==> src/rtl/up_datapath.sv <==
// rtl/up_datapath.sv - microcoded execution datapath
// Accumulator, 4-entry register file, registered zero flag and a handshaked output register.
module up_datapath #(
  parameter int WIDTH = 8
) (
  input  logic             clk,
  input  logic             rst_n,
  input  logic [6:0]       ControlBus,
  input  logic [WIDTH-1:0] data_in,
  input  logic             out_ack,
  output logic             Z,
  output logic [WIDTH-1:0] acc,
  output logic [WIDTH-1:0] data_out,
  output logic             out_valid,
  output logic             overrun
);

  typedef enum logic [2:0] {
    OP_NOP = 3'b000,
    OP_LDA = 3'b001,
    OP_LDR = 3'b010,
    OP_STR = 3'b011,
    OP_ADD = 3'b100,
    OP_SUB = 3'b101,
    OP_DEC = 3'b110,
    OP_CLR = 3'b111
  } op_t;

  localparam logic [WIDTH-1:0] ONE = {{(WIDTH-1){1'b0}}, 1'b1};

  logic [WIDTH-1:0] r_acc;
  logic [WIDTH-1:0] r_regs [4];
  logic             r_z;
  logic [WIDTH-1:0] r_data_out;
  logic             r_out_valid;
  logic             r_overrun;

  op_t              w_op;
  logic [1:0]       w_sel;
  logic             w_zupd;
  logic             w_out;
  logic [WIDTH-1:0] w_reg_rd;
  logic [WIDTH-1:0] w_acc_next;

  assign w_op     = op_t'(ControlBus[6:4]);
  assign w_sel    = ControlBus[3:2];
  assign w_zupd   = ControlBus[1];
  assign w_out    = ControlBus[0];
  assign w_reg_rd = r_regs[w_sel];

  always_comb begin
    w_acc_next = r_acc;
    case (w_op)
      OP_LDA:  w_acc_next = data_in;
      OP_LDR:  w_acc_next = w_reg_rd;
      OP_ADD:  w_acc_next = r_acc + w_reg_rd;
      OP_SUB:  w_acc_next = r_acc - w_reg_rd;
      OP_DEC:  w_acc_next = r_acc - ONE;
      OP_CLR:  w_acc_next = '0;
      default: w_acc_next = r_acc;
    endcase
  end

  always_ff @(posedge clk or negedge rst_n) begin
    if (!rst_n) begin
      r_acc       <= '0;
      for (int i = 0; i < 4; i++) r_regs[i] <= '0;
      r_z         <= 1'b1;
      r_data_out  <= '0;
      r_out_valid <= 1'b0;
      r_overrun   <= 1'b0;
    end else begin
      r_acc <= w_acc_next;
      if (w_op == OP_STR) r_regs[w_sel] <= r_acc;
      if (w_zupd) r_z <= (w_acc_next == '0);
      // OUT captures the pre-op accumulator; a same-cycle ack frees the slot for it
      if (w_out) begin
        if (!r_out_valid || out_ack) begin
          r_data_out  <= r_acc;
          r_out_valid <= 1'b1;
        end else begin
          r_overrun <= 1'b1;
        end
      end else if (out_ack && r_out_valid) begin
        r_out_valid <= 1'b0;
      end
    end
  end

  assign Z         = r_z;
  assign acc       = r_acc;
  assign data_out  = r_data_out;
  assign out_valid = r_out_valid;
  assign overrun   = r_overrun;

endmodule

==> config.mk <==
export PLATFORM = sky130hd
export DESIGN_NAME = up_datapath
export DESIGN_NICKNAME = d
export VERILOG_FILES = /design/src/rtl/up_datapath.sv
export SDC_FILE = /design/constraint.sdc
export NUM_CORES = 1
export LEC_CHECK = 0
export CELL_PAD_IN_SITES_DETAIL_PLACEMENT = 0
export CELL_PAD_IN_SITES_GLOBAL_PLACEMENT = 1
export CORE_UTILIZATION = 44
export DETAILED_ROUTE_END_ITERATION = 16
export GPL_ROUTABILITY_DRIVEN = 1
export GPL_TIMING_DRIVEN = 0
export MAX_ROUTING_LAYER = met4
export PLACE_DENSITY_LB_ADDON = 0.1
export SYNTH_ARGS = -nofsm -noshare
export SYNTH_HDL_FRONTEND = slang
export SYNTH_SLANG_ARGS = --single-unit
==> constraint.sdc <==
create_clock -name clk -period 3.99 [get_ports clk]
set_input_delay 0.9975 -clock clk [delete_from_list [all_inputs] [get_ports clk]]
set_output_delay 0.9975 -clock clk [all_outputs]
set_load 0.02 [all_outputs]
==> Slide: Implementation Results, run 1 <==
Physical Implementation Snapshot

Power
  • Max VDD drop: 437.2 uV
  • Sw power: 0.001140 W
  • Top power group: combinational cells
  • P_int: 0.001695 W

Logic synthesis
  • Syn Std Cell Area: 0.002889 mm2
  • Simple share: 11.00%
  • Dominant flop cell: dfrtp_1
  • Post-synth ARST share: 100.0%
  • Register share after synthesis: 44.22%
  • Number of library cell types mapped by synthesis: 46
  • Area fraction in compound gates: 14.08%
  • Post-synth top cells: dfrtp_1, mux2_2, nand2_1, o21ai_0
  • Multiplexer share: 21.44%
  • Synth warnings: 0
  • Top area cell types: dfrtp_1, mux2_2, mux4_2, o21ai_0, ha_1

Critical path
  • R2r endpoint: Z
  • Reg2reg start: r_regs[1]
  • Slowest CP cell: or3_4
  • Worst Path Arrival: 4.10 ns
  • Crit path DRT: 4.22 ns
  • CP Class: in2reg

Placement
  • Placed insts: 378
  • Placement Cell Area: 0.003376 mm2

Status
  • Status: finished, final reports clean

Global route
  • First-pass GRT wire length: 11,560 um
  • Number of global-route vias before repair: 2,228
  • Largest net degree at the start of global routing: 41

CTS
  • Clk slew on worst S/H paths: 0.10 ns
  • Clock Root Buffer: clkbuf_8
  • Clock tree buffer depth: 2
  • Sink Count: 51

Layout
  • Logic area: 0.001647 mm2
  • Largest cell class: multi-input combinational cells
  • FF/Latch Area: 0.001277 mm2
  • Seq/total area: 35.17%

STA
  • Slew @ Worst Pin: 0.8731 ns
  • Final Hold Viols: 0
  • Period minus WS final: 3.872 ns

Floorplan
  • Die width: 83.03 um
  • Pre-Place Util: 45.50%
  • Die Height: 83.03 um
  • # Taps: 77

Drt
  • Residual DRC: 0

Min path
  • Hold_sp: r_regs[16]
run 1: worst max-delay path by stage:
stage / from / to / cells past startpoint
after floorplan: ControlBus[2] / Z / 14
after global routing: ControlBus[3] / Z / 17
after detailed placement: ControlBus[2] / Z / 18
final: ControlBus[3] / Z / 14
after global placement: ControlBus[2] / Z / 18
after CTS: ControlBus[5] / Z / 16
run 1: layer usage:
metal	share of wire, %	up-vias	GRT usage, %
met5	0	-	-
met4	2.7	0	7.680
met3	2.6	13	2.883
met2	47	48	35.32
met1	48	1141	29.81
li1	-	1074	-
run 1: registers in the layout, summed over array words and instances (netlist names):
| signal | flops |
|---|---|
| r_regs | 32 |
| acc | 8 |
| data_out | 8 |
| Z | 1 |
| out_valid | 1 |
| overrun | 1 |
==> run_1/flops_by_reg.png <==
Bar = 20 um.
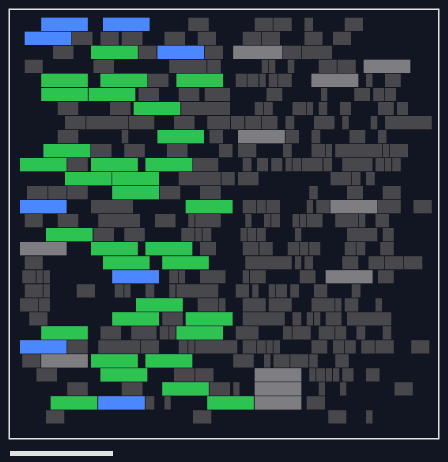
| color | signal | placed flops |
|---|---|---|
| blue | `data_out` | 8 |
| green | `r_regs` | 32 |

==> run_1/sizes.png <==
Bar = 20 um.
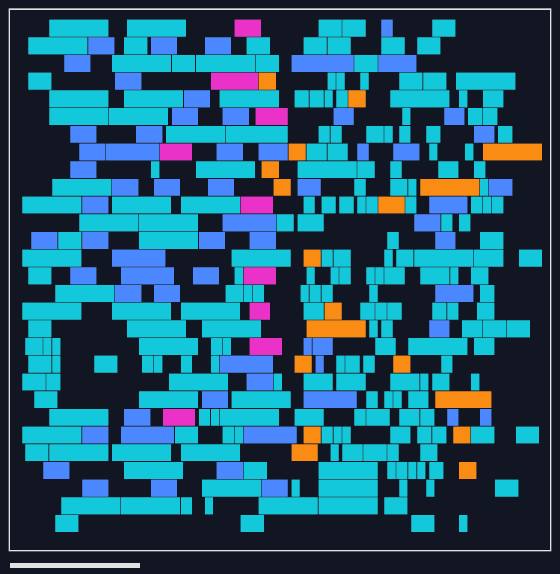
| color | size | cells | most used |
|---|---|---|---|
| cyan | _0 and _1 cells | 225 | dfrtp_1 |
| blue | _2 cells | 63 | mux2_2 |
| orange | _3 and _4 cells | 18 | buf_4 |
| magenta | _6 and larger | 9 | clkbuf_8 |

==> run_1/io_fan.png <==
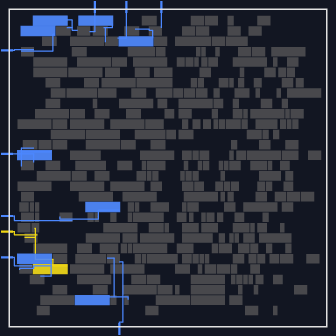
| color | port | bits | direction | end cells | buffers | wire |
|---|---|---|---|---|---|---|
| yellow | `out_valid` | 1 | output | 1 | 1 | 28.6 um |
| blue | `data_out` | 8 | output | 8 | 8 | 179 um |

==> run_1/wires.png <==
Bar = 20 um.
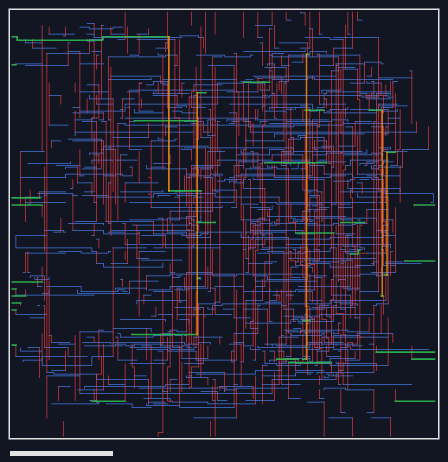
| color | layer | wire length |
|---|---|---|
| blue | metal 1 | 3,390 um |
| orange | metal 4 | 196 um |
| red | metal 2 | 3,330 um |
| green | metal 3 | 186 um |

==> run 2, diff against run 1 <==
SKIP_LAST_GASP = 1   (was unset)
==> run_2/sizes.png <==
Bar = 20 um.
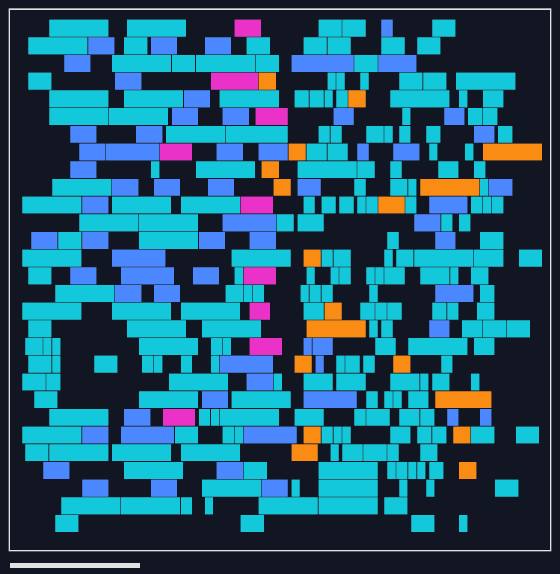
| color | size | cells | most used |
|---|---|---|---|
| cyan | _0 and _1 cells | 225 | dfrtp_1 |
| magenta | _6 and larger | 9 | clkbuf_8 |
| orange | _3 and _4 cells | 18 | buf_4 |
| blue | _2 cells | 63 | mux2_2 |

==> Slide: Implementation Results, run 2 <==
Physical Implementation Snapshot

Status
  • Status: finished, final reports clean

Critical path
  • Worst Path Arrival: 4.10 ns
  • Worst Setup EP: Z
  • Crit path DRT: 4.22 ns
  • Reg2reg start: r_regs[1]
  • Crit path from: ControlBus[3]
  • Slowest CP cell: or3_4

Layout
  • Seq/total area: 35.17%
  • Largest cell class: multi-input combinational cells
  • FF/Latch Area: 0.001277 mm2

Global route
  • Grt met3 use: 2.883%
  • Met2 Resource Use GR: 35.32%

Floorplan
  • Die Height: 83.03 um
  • Die width: 83.03 um
  • Pre-Place Util: 45.50%

Logic synthesis
  • Syn Std Cell Area: 0.002889 mm2
  • Synth warnings: 0
  • Top area cell types: dfrtp_1, mux2_2, mux4_2, o21ai_0, ha_1
  • Dominant flop cell: dfrtp_1
  • Number of library cell types mapped by synthesis: 46

Placement
  • Placement Cell Area: 0.003376 mm2

Power
  • Sw power: 0.001140 W
  • Max VDD drop: 437.2 uV

Drt
  • Met2 WL: 3326 um
  • Met1 WL: 3393 um
  • Residual DRC: 0
  • Top sig layer: met4
  • Routed met3 length: 185 um

CTS
  • Clk slew on worst S/H paths: 0.10 ns

Min path
  • Hold_sp: r_regs[16]
==> run 2: logic make-up (layout without fill, tap and decap cells) <==
logic type	after synthesis	count (layout)	share of synthesized area (%)
simple gates	66	66	11.00
compound gates	64	64	14.08
flops	51	51	44.22
mux	47	47	21.44
buf+inv	20	71	2.858
fa+ha+maj	10	10	4.591
xor+xnor	6	6	1.819
==> run 2: tightest hold or removal path: stages, from the launching register on <==
cell     delay [ns]
dfrtp_1        0.35
nand2_1        0.04
o21ai_0        0.06
==> run 2: what timing repair did <==
item / CTS / global route
endpoints found under the setup margin: 6 / 1
resized: 27 / 16
setup buffers: 5 / 3
pin swaps: 8 / 9
hold buffers: 0 / 0
==> run 3, diff against run 2 <==
CORE_UTILIZATION = 45   (was 44)
clock period = 4.8 ns   (was 3.99 ns; I/O delays follow)
==> run_3/clocks.png <==
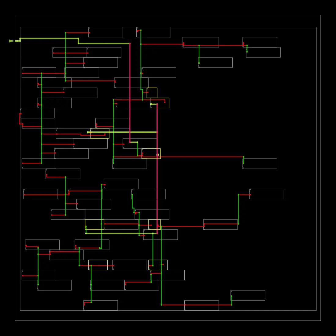
Seq cells: 51
Power Clock: 0.000271 W

==> Slide: Implementation Results, run 3 <==
Physical Implementation Snapshot

Status
  • Status: finished, final reports clean

Logic synthesis
  • Number of library cell types mapped by synthesis: 46
  • Multiplexer share: 21.44%
  • Synth logic family: multiplexers
  • Post-synth ARST share: 100.0%
  • Simple share: 11.00%
  • Area fraction in compound gates: 14.08%
  • Dominant flop cell: dfrtp_1
  • Syn Std Cell Area: 0.002889 mm2
  • Register share after synthesis: 44.22%
  • Post-synth top cells: dfrtp_1, mux2_2, nand2_1, o21ai_0
  • Top area cell types: dfrtp_1, mux2_2, mux4_2, o21ai_0, ha_1
  • Adder-cell share of the synthesized area: 4.591%

Critical path
  • Worst Path Arrival: 4.80 ns
  • CP Class: in2reg
  • Slowest CP cell: mux4_2
  • Reg2reg start: r_regs[1]
  • Crit path DRT: 5.03 ns
  • Crit path from: ControlBus[2]

Min path
  • Hold_sp: Z

STA
  • Period minus WS final: 4.572 ns
  • Final Hold Viols: 0

Drt
  • Routed met3 length: 287 um
  • Residual DRC: 0
  • Met2 WL: 3307 um
  • Met1 WL: 3351 um

Global route
  • GRT Max-Usage Layer: met2
  • Number of global-route vias before repair: 2,129
  • Met2 Resource Use GR: 35.70%
  • First-pass GRT wire length: 11,210 um
  • Global routing usage on met1: 32.97%
  • Largest net degree at the start of global routing: 32

Layout
  • Largest cell class: multi-input combinational cells
  • Logic area: 0.001549 mm2
  • Top reg by flops: r_regs
  • Largest register FFs: 32
  • Seq/total area: 36.41%
  • FF/Latch Area: 0.001277 mm2

Placement
  • Placed insts: 376
  • Placement Cell Area: 0.003362 mm2

CTS
  • Clk slew on worst S/H paths: 0.10 ns
  • CTS resizes: 4
  • Sink Count: 51
  • Post-CTS Setup Bufs: 0
  • Clock tree buffer depth: 2
  • Post-cts hold-fix buffer tally: 0

Power
  • Max VDD drop: 312.3 uV

Floorplan
  • Pre-Place Util: 47.67%
  • Die Height: 82.13 um
==> run 3: cell counts after synthesis <==
No cell type changed its count.
==> run 3: where the power goes <==
part	internal, W	total [W]	switching [W]	leakage [nW]
registers	0.000610	0.000765	0.000155	0.631
logic	0.000586	0.00116	0.000579	0.848
clock network	0.000118	0.000271	0.000153	0.0474
total	0.00131	0.00220	0.000887	1.53
==> run 3: worst register-to-register path: stages (launching register included) <==
cell     delay (ns)
dfrtp_1        0.39
mux4_2         0.50
inv_1          0.09
ha_1           0.24
nand2_1        0.07
o21ai_0        0.08
a22o_1         0.28
fa_1           0.46
inv_1          0.08
a21o_1         0.11
a21oi_1        0.09
xnor2_1        0.14
a31o_1         0.24
nor4b_2        0.34
o21ai_1        0.13
o32ai_1        0.24
Power and IR drop assume default switching activity.
